run_1/density.png
Drawn at 2 px/um. 15 x 26 tiles, from white (low) to dark blue (high), 0 to 100% covered.
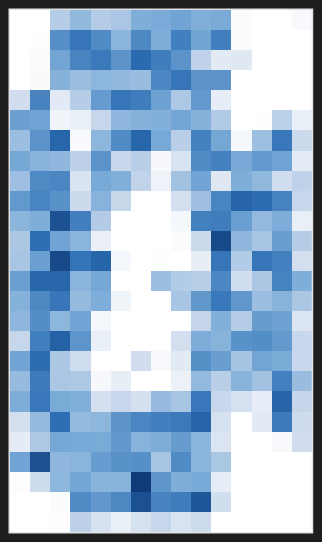
run_1/final_clocks.png
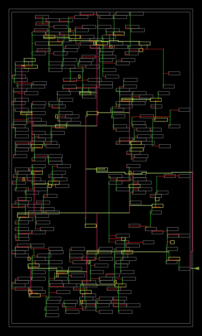
run_1/met4.png
Drawn at 3 px/um. Supply wires on this layer in gray.
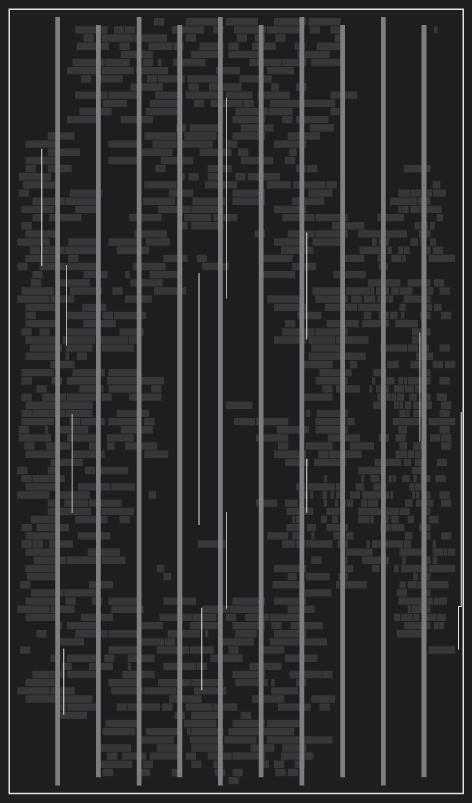
[src/rtl/dca_matrix_lsu_inst_sched.sv]
// Instruction scheduler for the matrix LSU.
// A small instruction queue feeds a three-state decode FSM. The FSM issues
// READ/WRITE instructions to per-channel load/store engines. It tracks the
// outstanding transfers per channel and per direction, and it orders FENCEs
// behind every transfer still in flight.
//
// Handshakes: a transfer happens in a cycle where valid and ready are both
// high. Valid never waits on ready. The scheduler keeps rd_/wr_issue_valid
// asserted while it is blocked only by ready. It withdraws valid when a
// limit or hazard appears, when enable is low, or when clear is high.
// inst_wvalid/inst_wready follow the same rule. A beat also needs enable.
module dca_matrix_lsu_inst_sched #(
  parameter int BW_INST          = 64,
  parameter int INST_FIFO_DEPTH  = 4,
  parameter int NUM_CH           = 2,
  parameter int MAX_OUTSTANDING  = 4,
  parameter int ALLOW_RW_OVERLAP = 1
) (
  input  logic               clk,
  input  logic               rst,
  input  logic               clear,
  input  logic               enable,
  input  logic               inst_wvalid,
  input  logic [BW_INST-1:0] inst_wdata,
  output logic               inst_wready,
  output logic [NUM_CH-1:0]  rd_issue_valid,
  input  logic [NUM_CH-1:0]  rd_issue_ready,
  output logic [NUM_CH-1:0]  wr_issue_valid,
  input  logic [NUM_CH-1:0]  wr_issue_ready,
  output logic [BW_INST-1:0] issue_inst,
  input  logic [NUM_CH-1:0]  rd_done,
  input  logic [NUM_CH-1:0]  wr_done,
  output logic               inst_decode_finish,
  output logic               inst_execute_finish,
  output logic               inst_error,
  output logic               busy,
  output logic               inst_is_write,
  output logic [1:0]         state_dbg
);

  localparam int BW_CH = (NUM_CH > 1) ? $clog2(NUM_CH) : 1;
  localparam int CW    = 4;

  localparam logic [1:0] OP_NOP   = 2'd0;
  localparam logic [1:0] OP_READ  = 2'd1;
  localparam logic [1:0] OP_WRITE = 2'd2;
  localparam logic [1:0] OP_FENCE = 2'd3;

  typedef enum logic [1:0] {
    IDLE   = 2'd0,
    DECODE = 2'd1,
    DONE   = 2'd2
  } state_e;

  state_e state_q, state_d;

  logic               head_valid;
  logic [BW_INST-1:0] head_inst;
  logic               q_nonempty;

  logic [NUM_CH-1:0][CW-1:0] rd_cnt_q, rd_cnt_d;
  logic [NUM_CH-1:0][CW-1:0] wr_cnt_q, wr_cnt_d;
  logic                      is_write_q, is_write_d;
  logic                      exec_fin_q, exec_fin_d;

  logic [1:0]          opcode;
  logic [BW_CH-1:0]    ch;
  logic                ch_ok;
  logic [NUM_CH-1:0]   ch_oh;
  logic [CW-1:0]       sel_rd_cnt, sel_wr_cnt;
  logic                any_cnt;
  logic                rd_ok, wr_ok;

  // Instruction source: a real queue, or a direct pass-through of the input.
  generate
    if (INST_FIFO_DEPTH == 0) begin : g_bypass
      assign head_valid  = inst_wvalid;
      assign head_inst   = inst_wdata;
      assign q_nonempty  = 1'b0;
      assign inst_wready = inst_decode_finish;
    end else begin : g_fifo
      localparam int PW = (INST_FIFO_DEPTH > 1) ? $clog2(INST_FIFO_DEPTH) : 1;
      localparam int NW = $clog2(INST_FIFO_DEPTH + 1);

      logic [BW_INST-1:0] mem_q [INST_FIFO_DEPTH];
      logic [PW-1:0]      wr_ptr_q, wr_ptr_d, rd_ptr_q, rd_ptr_d;
      logic [NW-1:0]      cnt_q, cnt_d;
      logic               push, pop;

      assign inst_wready = (cnt_q != NW'(INST_FIFO_DEPTH));
      assign push        = inst_wvalid & inst_wready & enable & ~clear;
      assign pop         = inst_decode_finish & ~clear;
      assign head_valid  = (cnt_q != '0);
      assign q_nonempty  = head_valid;
      assign head_inst   = mem_q[rd_ptr_q];

      // Pointer and occupancy bookkeeping; clear wins over push and pop.
      always_comb begin
        wr_ptr_d = wr_ptr_q;
        rd_ptr_d = rd_ptr_q;
        cnt_d    = cnt_q;
        if (push) wr_ptr_d = (wr_ptr_q == PW'(INST_FIFO_DEPTH - 1)) ? '0 : wr_ptr_q + PW'(1);
        if (pop)  rd_ptr_d = (rd_ptr_q == PW'(INST_FIFO_DEPTH - 1)) ? '0 : rd_ptr_q + PW'(1);
        if (push && !pop)      cnt_d = cnt_q + NW'(1);
        else if (!push && pop) cnt_d = cnt_q - NW'(1);
        if (clear) begin
          wr_ptr_d = '0;
          rd_ptr_d = '0;
          cnt_d    = '0;
        end
      end

      // Queue control registers.
      always_ff @(posedge clk or posedge rst) begin
        if (rst) begin
          wr_ptr_q <= '0;
          rd_ptr_q <= '0;
          cnt_q    <= '0;
        end else begin
          wr_ptr_q <= wr_ptr_d;
          rd_ptr_q <= rd_ptr_d;
          cnt_q    <= cnt_d;
        end
      end

      // Queue storage; contents are meaningless while the entry is not counted.
      always_ff @(posedge clk) begin
        if (push) mem_q[wr_ptr_q] <= inst_wdata;
      end
    end
  endgenerate

  assign opcode = head_inst[1:0];
  assign ch     = head_inst[2+BW_CH-1:2];
  assign ch_ok  = (int'(ch) < NUM_CH);

  // Channel one-hot and the selected channel's counters.
  always_comb begin
    ch_oh      = '0;
    sel_rd_cnt = '0;
    sel_wr_cnt = '0;
    for (int c = 0; c < NUM_CH; c++) begin
      ch_oh[c] = (int'(ch) == c);
      if (ch_oh[c]) begin
        sel_rd_cnt = rd_cnt_q[c];
        sel_wr_cnt = wr_cnt_q[c];
      end
    end
  end

  assign any_cnt = (|rd_cnt_q) | (|wr_cnt_q);
  assign rd_ok   = (sel_rd_cnt < CW'(MAX_OUTSTANDING)) &&
                   ((ALLOW_RW_OVERLAP != 0) || (sel_wr_cnt == '0));
  assign wr_ok   = (sel_wr_cnt < CW'(MAX_OUTSTANDING)) &&
                   ((ALLOW_RW_OVERLAP != 0) || (sel_rd_cnt == '0));

  // Decode FSM: next state, issue strobes, and the finish/error pulses.
  always_comb begin
    state_d            = state_q;
    rd_issue_valid     = '0;
    wr_issue_valid     = '0;
    inst_error         = 1'b0;
    inst_decode_finish = 1'b0;
    is_write_d         = is_write_q;
    case (state_q)
      IDLE: begin
        if (enable && head_valid) state_d = DECODE;
      end
      DECODE: begin
        if (enable && !clear) begin
          case (opcode)
            OP_NOP:   state_d = DONE;
            OP_FENCE: if (!any_cnt) state_d = DONE;
            default: begin
              if (!ch_ok) begin
                inst_error = 1'b1;
                state_d    = DONE;
              end else if (opcode == OP_READ) begin
                if (rd_ok) begin
                  rd_issue_valid = ch_oh;
                  if (|(ch_oh & rd_issue_ready)) begin
                    state_d    = DONE;
                    is_write_d = 1'b0;
                  end
                end
              end else begin
                if (wr_ok) begin
                  wr_issue_valid = ch_oh;
                  if (|(ch_oh & wr_issue_ready)) begin
                    state_d    = DONE;
                    is_write_d = (opcode == OP_WRITE);
                  end
                end
              end
            end
          endcase
        end
      end
      DONE: begin
        if (enable) begin
          inst_decode_finish = 1'b1;
          state_d            = IDLE;
        end
      end
      default: state_d = IDLE;
    endcase
    if (clear) state_d = IDLE;
  end

  // Outstanding counters: +1 on an issue handshake, -1 on a done pulse (a pulse at zero is ignored).
  always_comb begin
    rd_cnt_d = rd_cnt_q;
    wr_cnt_d = wr_cnt_q;
    for (int c = 0; c < NUM_CH; c++) begin
      case ({rd_issue_valid[c] & rd_issue_ready[c], rd_done[c] & (rd_cnt_q[c] != '0)})
        2'b10:   rd_cnt_d[c] = rd_cnt_q[c] + CW'(1);
        2'b01:   rd_cnt_d[c] = rd_cnt_q[c] - CW'(1);
        default: rd_cnt_d[c] = rd_cnt_q[c];
      endcase
      case ({wr_issue_valid[c] & wr_issue_ready[c], wr_done[c] & (wr_cnt_q[c] != '0)})
        2'b10:   wr_cnt_d[c] = wr_cnt_q[c] + CW'(1);
        2'b01:   wr_cnt_d[c] = wr_cnt_q[c] - CW'(1);
        default: wr_cnt_d[c] = wr_cnt_q[c];
      endcase
    end
    if (clear) begin
      rd_cnt_d = '0;
      wr_cnt_d = '0;
    end
  end

  // Any engine completion shows up on inst_execute_finish one cycle later.
  always_comb begin
    exec_fin_d = |(rd_done | wr_done);
  end

  // State, counters and registered status outputs.
  always_ff @(posedge clk or posedge rst) begin
    if (rst) begin
      state_q    <= IDLE;
      rd_cnt_q   <= '0;
      wr_cnt_q   <= '0;
      is_write_q <= 1'b0;
      exec_fin_q <= 1'b0;
    end else begin
      state_q    <= state_d;
      rd_cnt_q   <= rd_cnt_d;
      wr_cnt_q   <= wr_cnt_d;
      is_write_q <= is_write_d;
      exec_fin_q <= exec_fin_d;
    end
  end

  assign issue_inst          = head_inst;
  assign inst_is_write       = is_write_q;
  assign inst_execute_finish = exec_fin_q;
  assign busy                = q_nonempty | (state_q != IDLE) | any_cnt;
  assign state_dbg           = state_q;

endmodule

[config.mk]
export PLATFORM = sky130hd
export DESIGN_NAME = dca_matrix_lsu_inst_sched
export DESIGN_NICKNAME = d
export VERILOG_FILES = /design/src/rtl/dca_matrix_lsu_inst_sched.sv
export SDC_FILE = /design/constraint.sdc
export NUM_CORES = 1
export LEC_CHECK = 0
export CAP_MARGIN = 20
export CORE_ASPECT_RATIO = 1.75
export CORE_MARGIN = 2
export CORE_UTILIZATION = 30
export CTS_CLUSTER_SIZE = 30
export DETAILED_ROUTE_END_ITERATION = 7
export PLACE_DENSITY = 0.54
export SKIP_LAST_GASP = 1
export SLEW_MARGIN = 15
export SYNTH_ARGS = -nofsm -noshare
export SYNTH_HDL_FRONTEND = slang
export SYNTH_SLANG_ARGS = --single-unit
[constraint.sdc]
create_clock -name clk -period 5 [get_ports clk]
set_clock_uncertainty 0.15 [all_clocks]
set_input_delay 1 -clock clk [delete_from_list [all_inputs] [get_ports clk]]
set_output_delay 1 -clock clk [all_outputs]
set_load 0.01 [all_outputs]
==> flow_metrics.tcl, run 1 <==
# collected from the flow reports
set metrics [dict create \
    ctsHoldBuffers 0 \
    relSlewSlack 0.477 \
    critPathKind "reg2out" \
    vias_per_cell 4.66 \
    final.fill_count 3484 \
    crit_start "g_fifo.rd_ptr_q[0]" \
    drive_gt1_frac 0.177 \
    port-buffer-count 151 \
    ctsHtreeMaxLevel 1 \
    holdWs_ns 0.360 \
    design_area_mm2 0.0145 \
    yosys_warnings 0 \
    rows 94 \
    fp.dieH_um 261 \
    tightestPinTransition_ns 0.784 \
    clk_pin_slew_ns 0.06 \
    swShare 0.247 \
    cp-end-kind "output pin" \
    min_from "inst_is_write" \
    syn_area_mm2 0.0113 \
    dp_hpwl_um 15200 \
    hold_class "reg2reg" \
    grt_pass1_vias 6267 \
    setup_ws_ns 0.525 \
    drt_first_pass_iters 6 \
    edf_count 256 \
    utilization 0.387 \
    clock-root-buffer "clkbuf_16" \
    ant_nets 0 \
    die_x_um 151 \
    drc 0 \
    finalNonFillerCells 1230 \
    areaGrowthSynthToFinish_pct 27.7 \
    lay_top_cells "256 x edfxtp_1, 151 x clkdlybuf4s50_1, 64 x mux4_2" \
    warnings 33 \
    critPathMaxFanout 29 \
    powerDensity_mw_per_mm2 410 \
    pwr-share-clk 0.365 \
    rsz0062_at_grt "false" \
    internal-power_mw 4.46 \
    min_period_over_period 0.895 \
    setup_viol 0 \
    ys_area_mm2 0.0113 \
    pwr-share-comb 0.166 \
    syn_inst 554 \
    fp_util 0.303 \
    r2r_slack_ns 1.16 \
    drtIter0Drc 277 \
    ys_types 47 \
    postSynthSeqShare 0.739 \
    antenna_found_initial 0 \
    cts-resized-gates 0 \
    fmax_mhz 223 \
    min_period_ns 4.48 \
    clk_path_buf_depth 3 \
    tns_ns 0 \
    status "finished clean" \
    dpl_worst_slack_ns 0.689 \
    place.gp.congestion 0.767 \
    crit_arrival_ns 3.33 \
    cts_made_buffers 29 \
    grt_use_total 0.123 \
    finalHoldViolCount 0 \
    yosysCellCount 554 \
    dpl.cell_count 1178 \
    power_mw 5.93 \
    chip_area_mm2 0.0394 \
    cts_tree "built" \
    layout_top_cell "edfxtp_1" \
    core-area_mm2 0.0374 \
    r2r-start "g_fifo.rd_ptr_q[1]" \
    syn_avg_cell_area_um2 20.4 \
]
-- density.png (at the start) --
5.4% of the tiles are over 75% full. The fullest tile reaches 95%. The mean over all tiles is 35%. The emptiest ninth of the die: middle. 20% of the tiles are nearly empty.

-- final_clocks.png (at the start) --
Clock Power: 2.16 mW
registers: 283
clock sink total: 283
clock buffer count: 33

-- met4.png (at the start) --
The longest straight run is 83.6 um. The layer holds 2.1% of the routed length. The layer carries 498 um of wire. 5 nets have wire on it. The wires run mostly vertical.
routed wire length: 23800 um
via count: 5730

## run 1: routing by layer
layer | up-vias | GRT usage | routed length (um)
met4 | 0 | 0.0337 | 498
met3 | 33 | 0.0308 | 1460
met1 | 2958 | 0.140 | 8930
met2 | 134 | 0.225 | 12900
met5 | - | 0 | 0
li1 | 2605 | - | -
## run 1: power by group through the flow
| stage | Combinational, mW | Clock [mW] | Sequential (mW) |
|---|---|---|---|
| floorplan | 0.617 | 0 | 2.81 |
| global placement | 0.995 | 0 | 2.83 |
| detailed placement | 1.00 | 0 | 2.83 |
| CTS | 1.01 | 2.24 | 2.78 |
| global route | 1.10 | 2.33 | 2.80 |
| finish | 0.984 | 2.16 | 2.78 |
## run 1: area by class of cell
type                       instances  area, um^2  area share
inverter                           9        33.8     0.00234
multi-input combinational        241        2840       0.196
clock buffer                      33         741      0.0512
tap                              480         601      0.0415
clock inverter                    19         210      0.0145
sequential                       283        8370       0.579
timing repair buffer             165        1670       0.115
## run 1: synthesized netlist by cell type, types with 5 or more instances
master	n	area, um^2
mux2_1	6	67.6
mux4_2	64	1440
clkbuf_1	7	26.3
nand2b_1	10	62.6
nor2_1	18	67.6
xnor2_1	7	61.3
inv_1	9	33.8
buf_2	8	40.0
edfxtp_1	256	7690
nand2_1	10	37.5
nor3b_1	8	60.1
and2_1	8	50.1
ha_1	18	225
mux2i_1	11	110
dfrtp_1	27	676
nor3_1	13	65.1
a21oi_1	10	50.1
fa_1	5	100
## run 1: cells by family (layout without fill, tap and decap cells)
family / Yosys count / in the layout / synth area share
other: 1 / 1 / 0.000331
buffers and inverters: 30 / 226 / 0.0115
muxes: 81 / 81 / 0.143
AOI/OAI and AO/OA: 36 / 36 / 0.0231
and+or+nand+nor: 92 / 92 / 0.0482
xor gates and xnor gates: 8 / 8 / 0.00619
DFF: 283 / 283 / 0.739
adders and majority gates: 23 / 23 / 0.0287
## run 1: registers in the layout, indices dropped and copies added, names as in the netlist
| name | flops |
|---|---|
| g_fifo.rd_ptr_q | 2 |
| rd_cnt_q | 8 |
| wr_cnt_q | 8 |
| inst_is_write | 1 |
| g_fifo.mem_q | 256 |
| g_fifo.wr_ptr_q | 2 |
| g_fifo.cnt_q | 3 |
| state_dbg | 2 |
| inst_execute_finish | 1 |
## run 1: path summary, 6_finish.rpt
| path | end | depth (start not counted) |
|---|---|---|
| worst max-delay path | wr_issue_valid[0] | 5 |
| worst min-delay path | inst_is_write | 1 |
| worst max register to register | wr_cnt_q[3] | 11 |
| worst min register to register | inst_is_write | 1 |
| max in group asynchronous | g_fifo.rd_ptr_q[1] | 3 |
| min in group asynchronous | g_fifo.cnt_q[0] | 3 |
## run 1: critical path, cell delays in order, from the launching register on
cell and delay, ns:
dfrtp_4 0.44, buf_4 0.50, mux4_2 0.73, nor4_2 0.32
nor3b_1 0.24, clkdlybuf4s50_1 0.56
run_1/metal_stack.png
Drawn at 2 px/um.
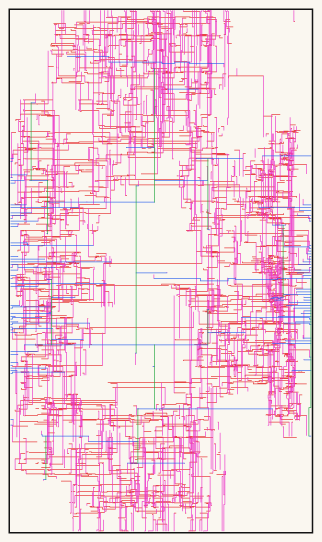

--- run 2 (diff from run 1) ---
--- a/config.mk
+++ b/config.mk
@@ -9,7 +9,7 @@
 export CORE_ASPECT_RATIO = 1.75
 export CORE_MARGIN = 2
 export CORE_UTILIZATION = 30
-export CTS_CLUSTER_SIZE = 30
+export CTS_CLUSTER_SIZE = 8
 export DETAILED_ROUTE_END_ITERATION = 7
 export PLACE_DENSITY = 0.54
 export SKIP_LAST_GASP = 1
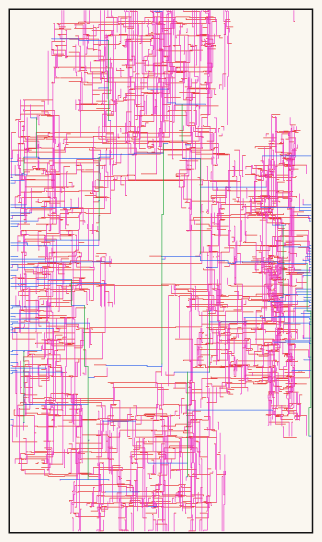
run_2/metal_stack.png
Drawn at 2 px/um.
met3: drawn in blue, wire length 1380 um. met2: drawn in magenta, wire length 13100 um. met1: drawn in red, wire length 9010 um. met4: drawn in green, wire length 632 um.

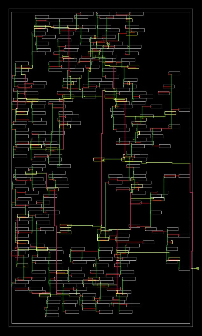
run_2/final_clocks.png
clock buffer count: 58
Clock Power: 2.48 mW
worst-skew pair later-pin latency: 0.51 ns
CTS Buf Count: 41

==> flow_metrics.tcl, run 2 <==
# collected from the flow reports
set metrics [dict create \
    critPathMaxFanout 29 \
    top_logic_kind "multiplexers" \
    top_cells_by_count "256 x edfxtp_1, 64 x mux4_2, 27 x dfrtp_1" \
    syn_inst 554 \
    finalNonFillerCells 1239 \
    min_period_ns 4.44 \
    fp_nets 654 \
    yosysMostFrequentCell "edfxtp_1" \
    relSlewSlack 0.475 \
    crit_start "g_fifo.rd_ptr_q[0]" \
    cp-end-kind "output pin" \
    die_x_um 151 \
    async_flop_share 0.0954 \
    cts_tree "built" \
    r2r.worst_path.cells 11 \
    antenna_found_initial 0 \
    setup_viol 0 \
    status "finished clean" \
    clock-root-buffer "clkbuf_16" \
    fp_util 0.303 \
    rr_endpoint "wr_cnt_q[3]" \
    dp_hpwl_um 15200 \
    tightestPinTransition_ns 0.787 \
    yosys_warnings 0 \
    wl_per_cell_um 19.5 \
    ir_worst_vdd_mv 0.232 \
    fa_ha_area_frac 0.0287 \
    slew_viol_final 0 \
    lay_top_cells "256 x edfxtp_1, 151 x clkdlybuf4s50_1, 64 x mux4_2" \
    dpl.cell_count 1178 \
    tns_ns 0 \
    synth_area_leader_cell "edfxtp_1" \
    critPathKind "reg2out" \
    mux_area_frac 0.143 \
    grt_max_degree 40 \
    largest_reg_flops 256 \
    powerDensity_mw_per_mm2 426 \
    chip_area_mm2 0.0394 \
    vias 5798 \
    drc 0 \
    r2r_slack_ns 1.15 \
    fp.dieH_um 261 \
    port-buffer-count 151 \
    pin_count 153 \
    ys_area_mm2 0.0113 \
    p_leak_nw 4.88 \
    largest-register "g_fifo.mem_q" \
    fmax_mhz 225 \
    syn_area_mm2 0.0113 \
    cts_sinks 283 \
    rows 94 \
    grt_pass1_wl_um 37100 \
    cp.required_ns 3.85 \
    simple_gate_share 0.0482 \
    yosysCellCount 554 \
    crit_arrival_ns 3.29 \
    wl_um 24100 \
    ys.flop_type "edfxtp_1" \
    cap_violations 0 \
    place.gp.congestion 0.767 \
    postSynthSeqShare 0.739 \
    drt_first_pass_iters 6 \
    ys_sh_xor 0.00619 \
    drtIter0Drc 304 \
    synthTopCellsByArea "edfxtp_1 68%, mux4_2 13%, dfrtp_1 6.0%" \
    grt_pass1_vias 6409 \
    min_period_over_period 0.888 \
    warnings 33 \
    areaGrowthSynthToFinish_pct 29.6 \
    vias_per_cell 4.68 \
    ys_ff 283 \
    ys_types 47 \
    ctsHoldBuffers 0 \
    edf_count 256 \
    finalHoldViolCount 0 \
    rsz0062_at_grt "false" \
    ant_nets 0 \
    grt_use_total 0.125 \
    nNetsFinal 841 \
    postCtsSetupBuffers 0 \
    hold_end "inst_is_write" \
    min_from "inst_is_write" \
    clk_path_buf_depth 3 \
    top_area_frac 0.679 \
    layout_top_cell "edfxtp_1" \
    core-area_mm2 0.0374 \
    hold_class "reg2reg" \
    r2r-start "g_fifo.rd_ptr_q[1]" \
    ctsHtreeMaxLevel 2 \
    syn_avg_cell_area_um2 20.4 \
    clk_pin_slew_ns 0.05 \
    drive_gt1_frac 0.177 \
    grt.overflow.total 0 \
    holdPathStages 1 \
    ys_sh_aoi 0.0231 \
    reg_top3 "g_fifo.mem_q: 256 flops, rd_cnt_q: 8 flops, wr_cnt_q: 8 flops" \
    worstSetupStartpointType "flop" \
    cts-resized-gates 0 \
]
-- run 2: how the worst max path moves through the flow --
stage,end,depth (start not counted)
final,wr_issue_valid[0],5
after global routing,wr_issue_valid[0],5
after CTS,wr_issue_valid[0],5
after detailed placement,wr_issue_valid[0],5
after global placement,wr_issue_valid[0],5
after floorplan,g_fifo.mem_q[0][0],4
-- run 2: layout make-up --
type | instances | area, um^2
diodes | 1 | 2.50
clock buffers | 58 | 1140
clock inverters | 2 | 12.5
fillers | 3446 | 22700
inverters | 9 | 33.8
multi-input cells | 241 | 2840
flip-flops and latches | 283 | 8370
well taps | 480 | 601
repair buffers | 165 | 1670
-- run 2: metrics by stage --
stage                util  hold WS (ns)  setup WS [ns]  total power, mW  area, um^2
floorplan               -         0.382           1.22             3.42       11300
global placement    0.361         0.348          0.693             3.82       13500
detailed placement  0.361         0.353          0.689             3.83       13500
CTS                 0.392         0.365          0.427             6.36       14700
global route        0.392         0.384          0.272             6.56       14700
finish              0.392         0.358          0.561             6.25       14700
-- run 2: per-layer routing --
layer,part of all wire,routed length [um],GRT usage
met5,0,0,0
met4,0.026,631,0.0441
met3,0.057,1380,0.0336
met2,0.54,13100,0.227
met1,0.37,9010,0.139
-- run 2: cell families after synthesis --
group / Yosys count
buffers and inverters: 30
adders and majority gates: 23
AOI/OAI and AO/OA: 36
DFF: 283
muxes: 81
and+or+nand+nor: 92
other: 1
xor gates and xnor gates: 8
-- run 2: worst max-delay path, stage by stage (launching register included) --
cell	delay, ns
dfrtp_4	0.43
buf_4	0.50
mux4_2	0.73
nor4_2	0.32
nor3b_1	0.24
clkdlybuf4s50_1	0.56
-- run 2: report_power, final --
| part | switching (mW) | internal, mW | total [mW] |
|---|---|---|---|
| combinational | 0.477 | 0.509 | 0.986 |
| clock | 0.923 | 1.56 | 2.48 |
| sequential | 0.0977 | 2.69 | 2.79 |
| total | 1.50 | 4.75 | 6.25 |
run_2/met4.png
Drawn at 3 px/um. Supply wires on this layer in gray.
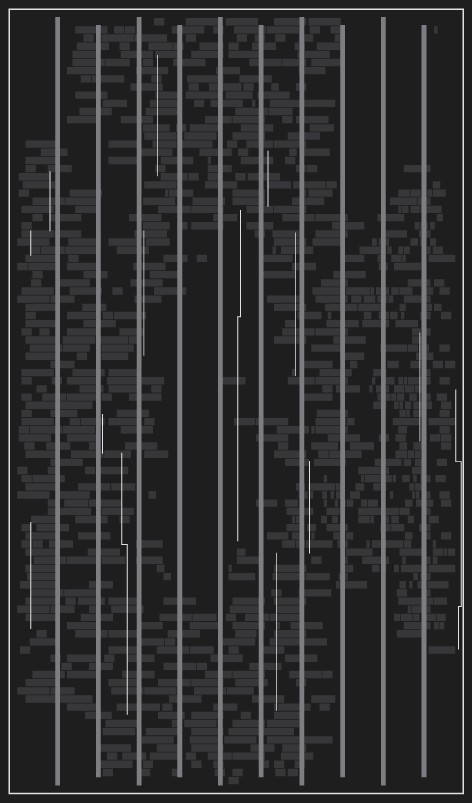

--- run 3 (diff from run 2) ---
--- a/config.mk
+++ b/config.mk
@@ -9,11 +9,13 @@
 export CORE_ASPECT_RATIO = 1.75
 export CORE_MARGIN = 2
 export CORE_UTILIZATION = 30
-export CTS_CLUSTER_SIZE = 8
+export CTS_CLUSTER_SIZE = 24
 export DETAILED_ROUTE_END_ITERATION = 7
+export HOLD_SLACK_MARGIN = 0.12
 export PLACE_DENSITY = 0.54
 export SKIP_LAST_GASP = 1
 export SLEW_MARGIN = 15
 export SYNTH_ARGS = -nofsm -noshare
 export SYNTH_HDL_FRONTEND = slang
 export SYNTH_SLANG_ARGS = --single-unit
+export TNS_END_PERCENT = 5
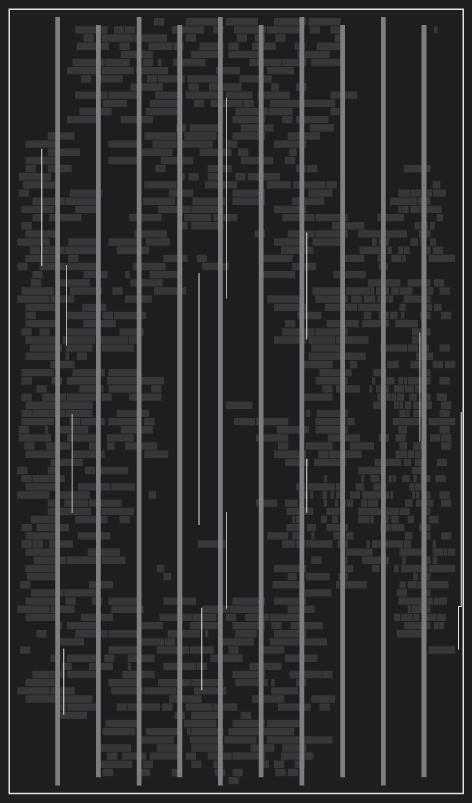
run_3/met4.png
Drawn at 3 px/um. Supply wires on this layer in gray.
5 nets have wire on it. The layer carries 498 um of wire.

==> flow_metrics.tcl, run 3 <==
# collected from the flow reports
set metrics [dict create \
    drt_first_pass_iters 6 \
    warnings 33 \
    finalHoldViolCount 0 \
    fp.dieH_um 261 \
    top_cells_by_count "256 x edfxtp_1, 64 x mux4_2, 27 x dfrtp_1" \
    drive_gt1_frac 0.177 \
    grt_use_total 0.123 \
    nNetsFinal 829 \
    final.fill_count 3484 \
    relSlewSlack 0.477 \
    crit_slowest_cell "mux4_2" \
    wl_um 23800 \
    fmax_mhz 223 \
    critPathKind "reg2out" \
    wl_per_cell_um 19.3 \
    ys_types 47 \
    rows 94 \
    ctsHtreeMaxLevel 1 \
    lay_top_cells "256 x edfxtp_1, 151 x clkdlybuf4s50_1, 64 x mux4_2" \
    drtIter0Drc 277 \
    layout_top_cell "edfxtp_1" \
    postCtsSetupBuffers 0 \
    cpPeakStageDelay_ns 0.73 \
    cap_violations 0 \
    largest_reg_flops 256 \
    hold_class "reg2reg" \
    crit_arrival_ns 3.33 \
    antenna_found_initial 0 \
    yosys_warnings 0 \
    rsz0062_at_grt "false" \
    port-buffer-count 151 \
    min_period_ns 4.48 \
    clk_path_buf_depth 3 \
    ys_area_mm2 0.0113 \
    ys_ff 283 \
    yosysMostFrequentCell "edfxtp_1" \
    clk_pin_slew_ns 0.06 \
    clock-root-buffer "clkbuf_16" \
    clock.latency.late_pin_ns 0.54 \
    chip_area_mm2 0.0394 \
    top_area_frac 0.679 \
    reg_top3 "g_fifo.mem_q: 256 flops, rd_cnt_q: 8 flops, wr_cnt_q: 8 flops" \
    cts_sinks 283 \
    cts_tree "built" \
    die_x_um 151 \
    syn_avg_cell_area_um2 20.4 \
    areaGrowthSynthToFinish_pct 27.7 \
    critPathMaxFanout 29 \
    grt_max_degree 40 \
    cp-end-kind "output pin" \
    yosysCellCount 554 \
    powerDensity_mw_per_mm2 410 \
    crit_chain "buf_4 -> mux4_2 -> nor4_2 -> nor3b_1 -> clkdlybuf4s50_1" \
    ant_nets 0 \
    core-area_mm2 0.0374 \
    holdWs_ns 0.360 \
    async_flop_share 0.0954 \
    ys.flop_type "edfxtp_1" \
    place.gp.congestion 0.767 \
    dp_hpwl_um 15200 \
    edf_count 256 \
    syn_area_mm2 0.0113 \
    cts-resized-gates 0 \
    grt.overflow.total 0 \
    ir_worst_vdd_mv 0.277 \
    synthTopCellsByArea "edfxtp_1 68%, mux4_2 13%, dfrtp_1 6.0%" \
    slew_viol_final 0 \
    cts_made_buffers 29 \
    tns_ns 0 \
    syn_inst 554 \
    drc 0 \
    fp_util 0.303 \
    diodes 0 \
    cp.required_ns 3.85 \
    vias 5730 \
    grt_pass1_vias 6267 \
    synth_area_leader_cell "edfxtp_1" \
    largest-register "g_fifo.mem_q" \
    grt_pass1_wl_um 36700 \
    postSynthSeqShare 0.739 \
    setup_viol 0 \
    min_period_over_period 0.895 \
    vias_per_cell 4.66 \
    worstSetupStartpointType "flop" \
    p_leak_nw 4.78 \
    ctsHoldBuffers 0 \
    pin_count 153 \
    status "finished clean" \
    fp_nets 654 \
    tightestPinTransition_ns 0.784 \
    utilization 0.387 \
]
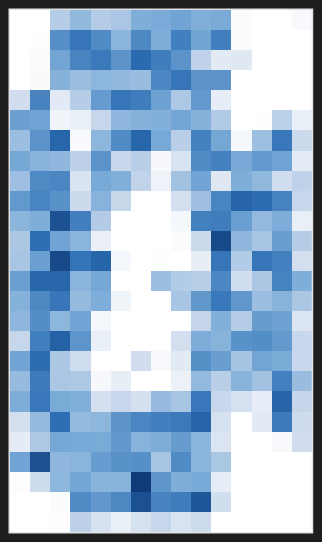
run_3/density.png
Drawn at 2 px/um. 15 x 26 tiles, from white (low) to dark blue (high), 0 to 100% covered.
20% of the tiles are nearly empty. The fullest tile reaches 95%. The mean over all tiles is 35%. 5.4% of the tiles are over 75% full. The emptiest ninth of the die: middle.

-- run 3: cell count changes in the layout (fill, tap and decap cells not counted), sizes merged --
cell,change
clkbuf,-25
clkinv,+8
diode,-1
clkinvlp,+2
bufinv,+4
inv,+3
-- run 3: final cells by class --
type                       instances  area [um^2]  share of cell area
tap                              480          601              0.0415
clock inverter                    19          210              0.0145
timing repair buffer             165         1670               0.115
sequential                       283         8370               0.579
multi-input combinational        241         2840               0.196
clock buffer                      33          741              0.0512
inverter                           9         33.8             0.00234
-- run 3: path summary, 6_finish.rpt --
check	startpoint	to	slack, ns	depth (start not counted)
max	g_fifo.rd_ptr_q[0]	wr_issue_valid[0]	0.52	5
min	inst_is_write	inst_is_write	0.36	1
max reg2reg	g_fifo.rd_ptr_q[1]	wr_cnt_q[3]	1.16	11
min reg2reg	inst_is_write	inst_is_write	0.36	1
max in group asynchronous	rst	g_fifo.rd_ptr_q[1]	3.70	3
min in group asynchronous	rst	g_fifo.cnt_q[0]	0.68	3
-- run 3: critical path, delay by kind of cell (launching register included) --
| kind | cells | cell delay [ns] |
|---|---|---|
| buf+inv | 2 | 1.06 |
| mux | 1 | 0.73 |
| flops | 1 | 0.44 |
| simple gates | 2 | 0.56 |
-- run 3: kinds of logic after synthesis --
group,synth area share
xor gates and xnor gates,0.00619
muxes,0.143
DFF,0.739
other,0.000331
and+or+nand+nor,0.0482
AOI/OAI and AO/OA,0.0231
buffers and inverters,0.0115
adders and majority gates,0.0287
-- run 3: metrics by stage --
step | cell area (um^2) | setup WS [ns] | power [mW] | std cells
after floorplan | 11300 | 1.22 | 3.42 | 554
after global routing | 14500 | 0.228 | 6.22 | 1230
after CTS | 14500 | 0.381 | 6.03 | 1230
after detailed placement | 13500 | 0.689 | 3.83 | 1178
after global placement | 13500 | 0.693 | 3.82 | 1178
final | 14500 | 0.525 | 5.93 | 1230
-- run 3: where the power goes --
part | total, mW | switching, mW | internal, mW
clock | 2.16 | 0.891 | 1.27
combinational | 0.984 | 0.475 | 0.509
sequential | 2.78 | 0.0973 | 2.68
-- run 3: layer usage --
metal  vias up  global-route usage  wire length, um
met5         -                   0                0
met4         0              0.0337              498
met3        33              0.0308             1460
li1       2605                   -                -
met1      2958               0.140             8930
met2       134               0.225            12900
Power is estimated from default activity; no workload was simulated.
